Design axi_s_m, sky130hd; sources not shown.
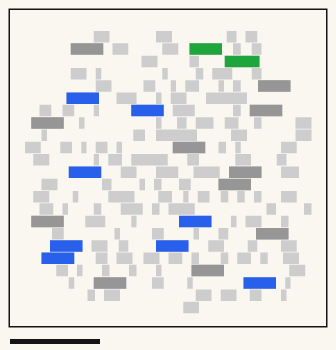
Fig. 1. Sequential cells colored by netlist name (run 1).
Scale bar: 20 µm. Other sequential cells in the stronger gray, the rest of the logic in the fainter gray.
[r_count] green | flops: 2
[r_base] blue | flops: 8
not colored: 11
Seq area share: 28.7%
Flop area: 422 µm²
sequential power: 490 µW

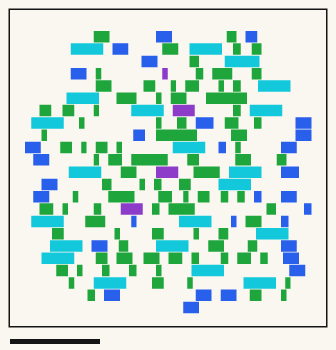
Fig. 2. Cells colored by class (run 1).
Scale bar: 20 µm.
[registers] cyan | cells: 21 | share of their area: 30%
[clock drivers and dummy loads] purple | cells: 4 | share of their area: 3.2%
[remaining logic cells] green | cells: 92 | share of their area: 48%
[remaining buffers and delay cells] blue | cells: 30 | share of their area: 19%
core box area: 4090 µm²
final core utilization: 35.9%
row cnt: 23
final instance area: 1470 µm²

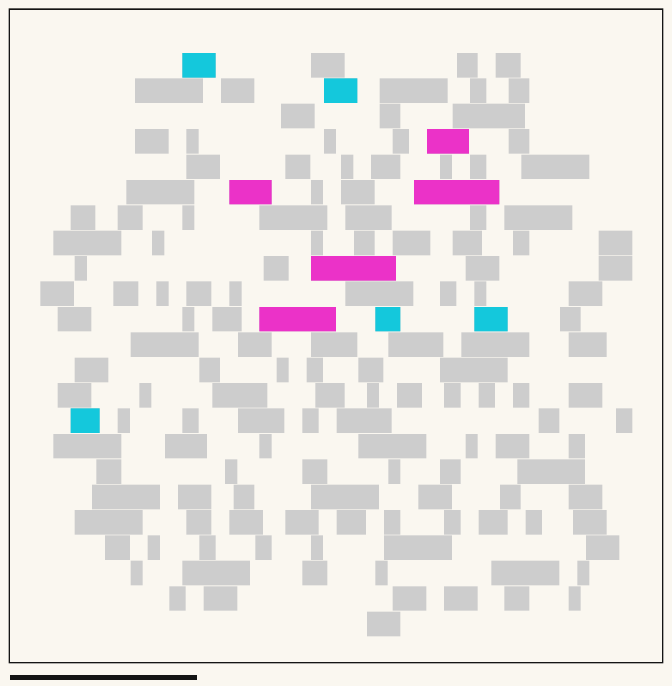
Fig. 3. Gate-type map (run 1).
Scale bar: 20 µm.
[fa/ha/maj cells] magenta | cells: 5 | where: north
[non-inverting ao/oa cells] cyan | cells: 5
Commonest Layout Cell: nand2_1
logic share of the area: 45.0%
Post-Layout Cell Count: 197

==> reports/metrics.cfg, run 1 <==
[status]
run_status = completed

[worst_setup_path]
crit_required_ps = 1860
crit_path_start_kind = register
r2r_cells = 9
crit_path_max_fanout = 2

[clock_network]
cts_buffer_depth = 2
cts.clk_slew.worst_paths_ps = 80
clockRootBuffer = clkbuf_8

[power]
p_seq_share_pct = 48.5
p_int_uw = 726
clock_power_share_pct = 30.6
top_power_group = registers

[grt]
grt_max_degree = 12
grt_overflow_total = 0
grt_usage_pct = 14.3
global_route.usage.met1_pct = 18.2
grt_pass1_wl_um = 5420

[routing]
wl_um = 3260
drt_iter0_markers = 18
highest-signal-layer = met4

[sta]
finalSetupViolCount = 0
final_hold_viol_count = 0
rsz0062_at_grt = true
final.min_clock_period_ps = 1900

[job]
cap_violations = 0

[floorplanning]
die_x_um = 69.8
dieArea_um2 = 4880

[synthesis]
most_common_cell = nand2_1
synth_cells = 121

[min_path]
hp-class = input pin to register

## run 1: timing repair
item	CTS	global route
buffers inserted	2	0
setup endpoints to repair	6	5
gates cloned	0	0
gates resized	7	5
pin swaps	7	3
hold endpoints to repair	0	0
## run 1: layout make-up
type / instances / area [µm²]
Sequential cell: 21 / 422
Inverter: 3 / 13.8
Multi-Input combinational cell: 89 / 661
Clock buffer: 4 / 45.0
Timing Repair Buffer: 22 / 215
Buffer: 8 / 50.0
Fill cell: 468 / 2620
Tap cell: 50 / 62.6
## run 1: cell usage in the layout, fill, tap and decap left out, types with 2 or more instances in the layout
| cell type | Yosys | final |
|---|---|---|
| nand3_1 | 6 | 5 |
| o211ai_1 | 3 | 3 |
| buf_6 | 2 | 2 |
| nor2b_1 | 5 | 5 |
| a31oi_1 | 2 | 2 |
| xnor2_1 | 3 | 3 |
| mux2i_1 | 4 | 4 |
| clkbuf_1 | 2 | 3 |
| o211a_1 | 3 | 3 |
| and4b_1 | 3 | 3 |
| nor3_1 | 2 | 2 |
| ha_4 | 0 | 2 |
| clkbuf_8 | 0 | 3 |
| clkdlybuf4s50_1 | 0 | 20 |
| o21ai_1 | 1 | 3 |
| nand2_1 | 22 | 22 |
| nand2b_1 | 2 | 2 |
| buf_2 | 3 | 3 |
| buf_4 | 0 | 2 |
| ha_1 | 4 | 2 |
| a21boi_0 | 8 | 8 |
| o21ai_0 | 5 | 3 |
| dfxtp_1 | 21 | 20 |
| a21oi_1 | 4 | 3 |
## run 1: critical path, delay by kind of cell, from the launching register on
| kind | cells | cell delay, ps |
|---|---|---|
| adders and majority gates | 2 | 620 |
| DFF | 1 | 350 |
| buffers and inverters | 3 | 240 |
| AOI/OAI and AO/OA | 2 | 180 |
| xor gates and xnor gates | 1 | 120 |
| and+or+nand+nor | 1 | 70 |
==> run 2: changes to the inputs <==
--- a/config.mk
+++ b/config.mk
@@ -9,6 +9,7 @@
 export CELL_PAD_IN_SITES_GLOBAL_PLACEMENT = 2
 export CORE_MARGIN = 2
 export CORE_UTILIZATION = 25
+export CTS_CLUSTER_SIZE = 16
 export DETAILED_ROUTE_END_ITERATION = 8
 export GPL_TIMING_DRIVEN = 0
 export PLACE_DENSITY_LB_ADDON = 0.1
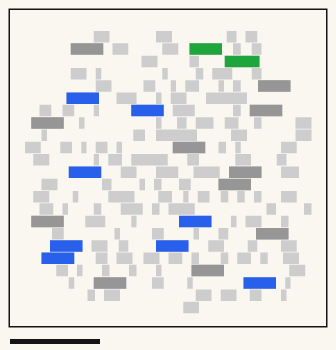
Fig. 4. Sequential cells colored by netlist name (run 2).
Scale bar: 20 µm. Other sequential cells in the stronger gray, the rest of the logic in the fainter gray.
[r_base] blue | flops: 8
[r_count] green | flops: 2

==> run 2 against run 1 <==
Design area unchanged. Combinational power barely moved. Register-to-register slack hardly changed. Worst setup slack did not move. Critical endpoint unchanged.
==> reports/metrics.cfg, run 2 <==
[cells_and_area]
final_common_cell = nand2_1
fin_util_pct = 35.9  ; unchanged
nFillCells = 468  ; unchanged
mostFrequentLayoutCells = 22 x nand2_1, 20 x clkdlybuf4s50_1, 20 x dfxtp_1
fin_area_um2 = 1470  ; unchanged
layout.cells.non_filler = 197  ; unchanged

[floorplanning]
dieArea_um2 = 4880  ; unchanged
row_count = 23  ; unchanged
die_x_um = 69.8  ; unchanged
core_area_um2 = 4090  ; unchanged

[grt]
grt_pass1_wl_um = 5420  ; unchanged
grt_usage_pct = 14.3  ; unchanged

[sta]
final.min_clock_period_ps = 1900  ; unchanged
final_hold_viol_count = 0  ; unchanged
rsz0062_at_grt = true

[power]
clock_power_share_pct = 30.6  ; about the same
p_int_uw = 726  ; unchanged
p_seq_share_pct = 48.5  ; about the same

[job]
cap_violations = 0  ; unchanged

[routing]
drt_iter0_markers = 18  ; unchanged
wl_um = 3260  ; unchanged

[synthesis]
synth_cells = 121  ; unchanged

[status]
run_status = completed

[worst_setup_path]
crit_path_max_fanout = 2  ; unchanged

[clock_network]
clockRootBuffer = clkbuf_8

run 2: logic make-up after synthesis:
family,count (synthesis)
compound gates,32
xor+xnor,4
fa+ha+maj,5
buf+inv,11
flops,21
mux,4
simple gates,44
run 2: power by group through the flow:
stage                     combinational (mW)  sequential (mW)  clock, mW
after floorplan                       0.0989            0.503          0
after global placement                 0.195            0.497          0
after detailed placement               0.200            0.499          0
after CTS                              0.210            0.490      0.325
after global routing                   0.234            0.495      0.338
final                                  0.211            0.490      0.310
run 2: timing repair:
item / CTS / global route
pin swaps: 7 / 3
hold endpoints to repair: 0 / 0
setup buffers: 2 / 0
gates cloned: 0 / 0
setup endpoints to repair: 6 / 5
resized: 7 / 5
run 2: layout make-up:
cell class	instances	area [µm²]	area share, %
multi-input combinational	89	661	45.0
sequential	21	422	28.7
timing repair buffer	22	215	14.7
tap	50	62.6	4.26
buffer	8	50.0	3.41
clock buffer	4	45.0	3.07
inverter	3	13.8	0.937
run 2: critical path, stage by stage, from the launching register on:
cell,delay (ps)
dfxtp_2,350
inv_2,50
ha_4,280
inv_4,40
fa_2,340
buf_4,150
xnor2_1,120
nand2_1,70
o211ai_1,100
a21boi_1,80
run 2: layer usage:
| metal | track usage, % | routed length, µm | up-vias |
|---|---|---|---|
| met1 | 18.2 | 1500 | 477 |
| met4 | 4.49 | 46 | 0 |
| met5 | 0 | 0 | - |
| li1 | - | - | 477 |
| met2 | 23.9 | 1600 | 19 |
| met3 | 3.20 | 121 | 5 |
Fig. 5: run 2, sizing map
Scale bar: 20 µm.
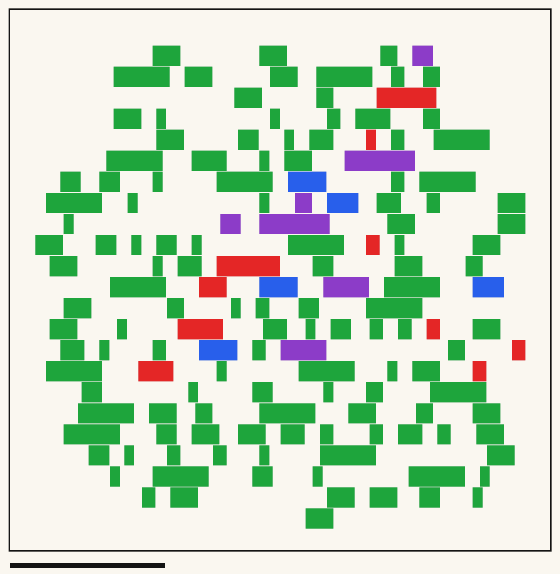

==> run 3: changes to the inputs <==
--- a/config.mk
+++ b/config.mk
@@ -5,6 +5,7 @@
 export SDC_FILE = /design/constraint.sdc
 export NUM_CORES = 1
 export LEC_CHECK = 0
+export CAP_MARGIN = 20
 export CELL_PAD_IN_SITES_DETAIL_PLACEMENT = 2
 export CELL_PAD_IN_SITES_GLOBAL_PLACEMENT = 2
 export CORE_MARGIN = 2
==> constraint.sdc (replaced) <==
create_clock -name m_aclk -period 1.9 [get_ports m_aclk]
set_clock_uncertainty 0.2 [all_clocks]
set_input_delay 0.38 -clock m_aclk [delete_from_list [all_inputs] [get_ports m_aclk]]
set_output_delay 0.38 -clock m_aclk [all_outputs]
set_load 0.01 [all_outputs]
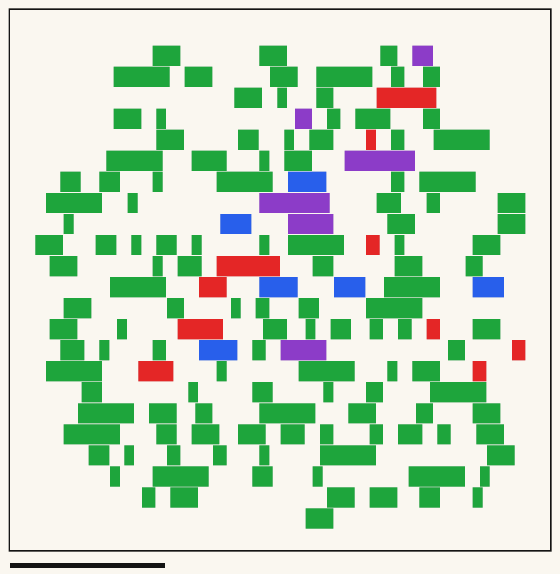
Fig. 6. Sizing map (run 3).
Scale bar: 20 µm.
[x6 and larger] blue | cells: 6 | share: 4.1%
[x3 and x4] purple | cells: 6 | share: 4.1% | most used: ha_4
[x2] red | cells: 10 | share: 6.8% | most used: buf_2
[x1 and smaller] green | cells: 125 | share: 85% | most used: nand2_1
area delta synth->final: 35.9%
nonclk buf count: 30
Setup WS post-layout: 8.57 ps

==> run 3 against run 2 <==
Largest power group unchanged. Critical path type unchanged. Maximum frequency rose by 0.20%. Synthesized cell count did not move. Clock power barely moved. Critical endpoint unchanged. Design area is 0.26% higher. First-iteration DRC count grew 110%.
==> reports/metrics.cfg, run 3 <==
[cells_and_area]
mostFrequentLayoutCells = 22 x nand2_1, 20 x clkdlybuf4s50_1, 20 x dfxtp_1
flop_area_um2 = 422  ; unchanged
nFillCells = 461  ; -1.5%

[synthesis]
ys_seq_share_pct = 38.8
synth_cells = 121  ; unchanged
ys_area_um2 = 1080
largest_area_cell = dfxtp_1
syn-mean-instance-area_um2 = 8.95

[worst_setup_path]
crit_path_max_fanout = 2  ; unchanged
max_stage_delay_ps = 350  ; about the same
slowest_stage = dfxtp_2
critPathBufInv = 3  ; unchanged
crit_family = adder cells
cp.depth = 9  ; unchanged
cp_cell_sequence = inv_2 -> ha_4 -> inv_4 -> fa_2 -> buf_6 -> xnor2_1 -> nand2_1 -> o211ai_1 -> a21boi_1

[floorplanning]
row_count = 23  ; unchanged
core_area_um2 = 4090  ; unchanged
core_util_floorplan_pct = 26.5
die_x_um = 69.8  ; unchanged
io_pins = 22

[sta]
rsz0062_at_grt = true
final_hold_viol_count = 0  ; unchanged
final.min_clock_period_ps = 1890  ; -3.76 ps

[job]
cap_violations = 0  ; unchanged

[status]
run_status = completed

[routing]
drt_iter0_markers = 37  ; +19
wl_um = 3270  ; +0.21%

[clock_network]
clockRootBuffer = clkbuf_8

[power]
p_int_uw = 726  ; about the same
p_seq_share_pct = 48.6  ; about the same
clock_power_share_pct = 30.4  ; -0.2 points

[grt]
grt_pass1_wl_um = 5420  ; unchanged
grt_max_degree = 12
grt_usage_pct = 14.3  ; unchanged

[placement]
place_worst_setup_slack_ps = -205

-- run 3: repair_timing --
action | in CTS | in global routing
endpoints found under the hold margin | 0 | 0
resized | 7 | 6
buffers inserted | 2 | 0
pin swaps | 7 | 6
endpoints found under the setup margin | 6 | 6
-- run 3: cell type report --
type	count	area share [%]
inverters	3	0.935
well taps	50	4.25
repair buffers	22	14.9
plain buffers	8	3.40
flip-flops and latches	21	28.6
clock buffers	4	3.06
multi-input cells	89	44.9
-- run 3: tightest hold or removal path: stages, from the launching register on --
cell	delay [ps]
dfxtp_1	320
nand2_1	50
a21boi_1	50
-- run 3: logic make-up after synthesis --
family	after synthesis
buffers and inverters	11
XOR/XNOR	4
multiplexers	4
flip-flops	21
adder cells (fa/ha/maj)	5
AND-OR/OR-AND	32
AND/OR/NAND/NOR	44
-- run 3: power by group through the flow --
stage | sequential (mW) | combinational (mW) | clock (mW)
floorplan | 0.503 | 0.0989 | 0
global placement | 0.497 | 0.195 | 0
detailed placement | 0.499 | 0.200 | 0
CTS | 0.490 | 0.210 | 0.325
global route | 0.495 | 0.235 | 0.337
finish | 0.490 | 0.212 | 0.307
-- run 3: per-stage QoR --
step	hold WS [ps]	cells	utilization (%)	total power, mW
6_report	262	197	36.0	1.01
5_1_grt	306	197	36.0	1.07
4_1_cts	275	197	35.4	1.02
3_5_place_dp	253	191	33.0	0.699
3_3_place_gp	240	191	33.0	0.692
2_1_floorplan	248	121	-	0.602
-- run 3: metal layers --
| layer | wire, µm | vias to the layer above | part of all wire, % | GRT usage [%] |
|---|---|---|---|---|
| met5 | 0 | - | 0 | 0 |
| met1 | 1510 | 484 | 46 | 18.2 |
| li1 | - | 473 | - | - |
| met2 | 1610 | 15 | 49 | 23.9 |
| met4 | 34 | 0 | 1.0 | 4.49 |
| met3 | 113 | 4 | 3.5 | 3.20 |
Power and IR drop assume default switching activity.
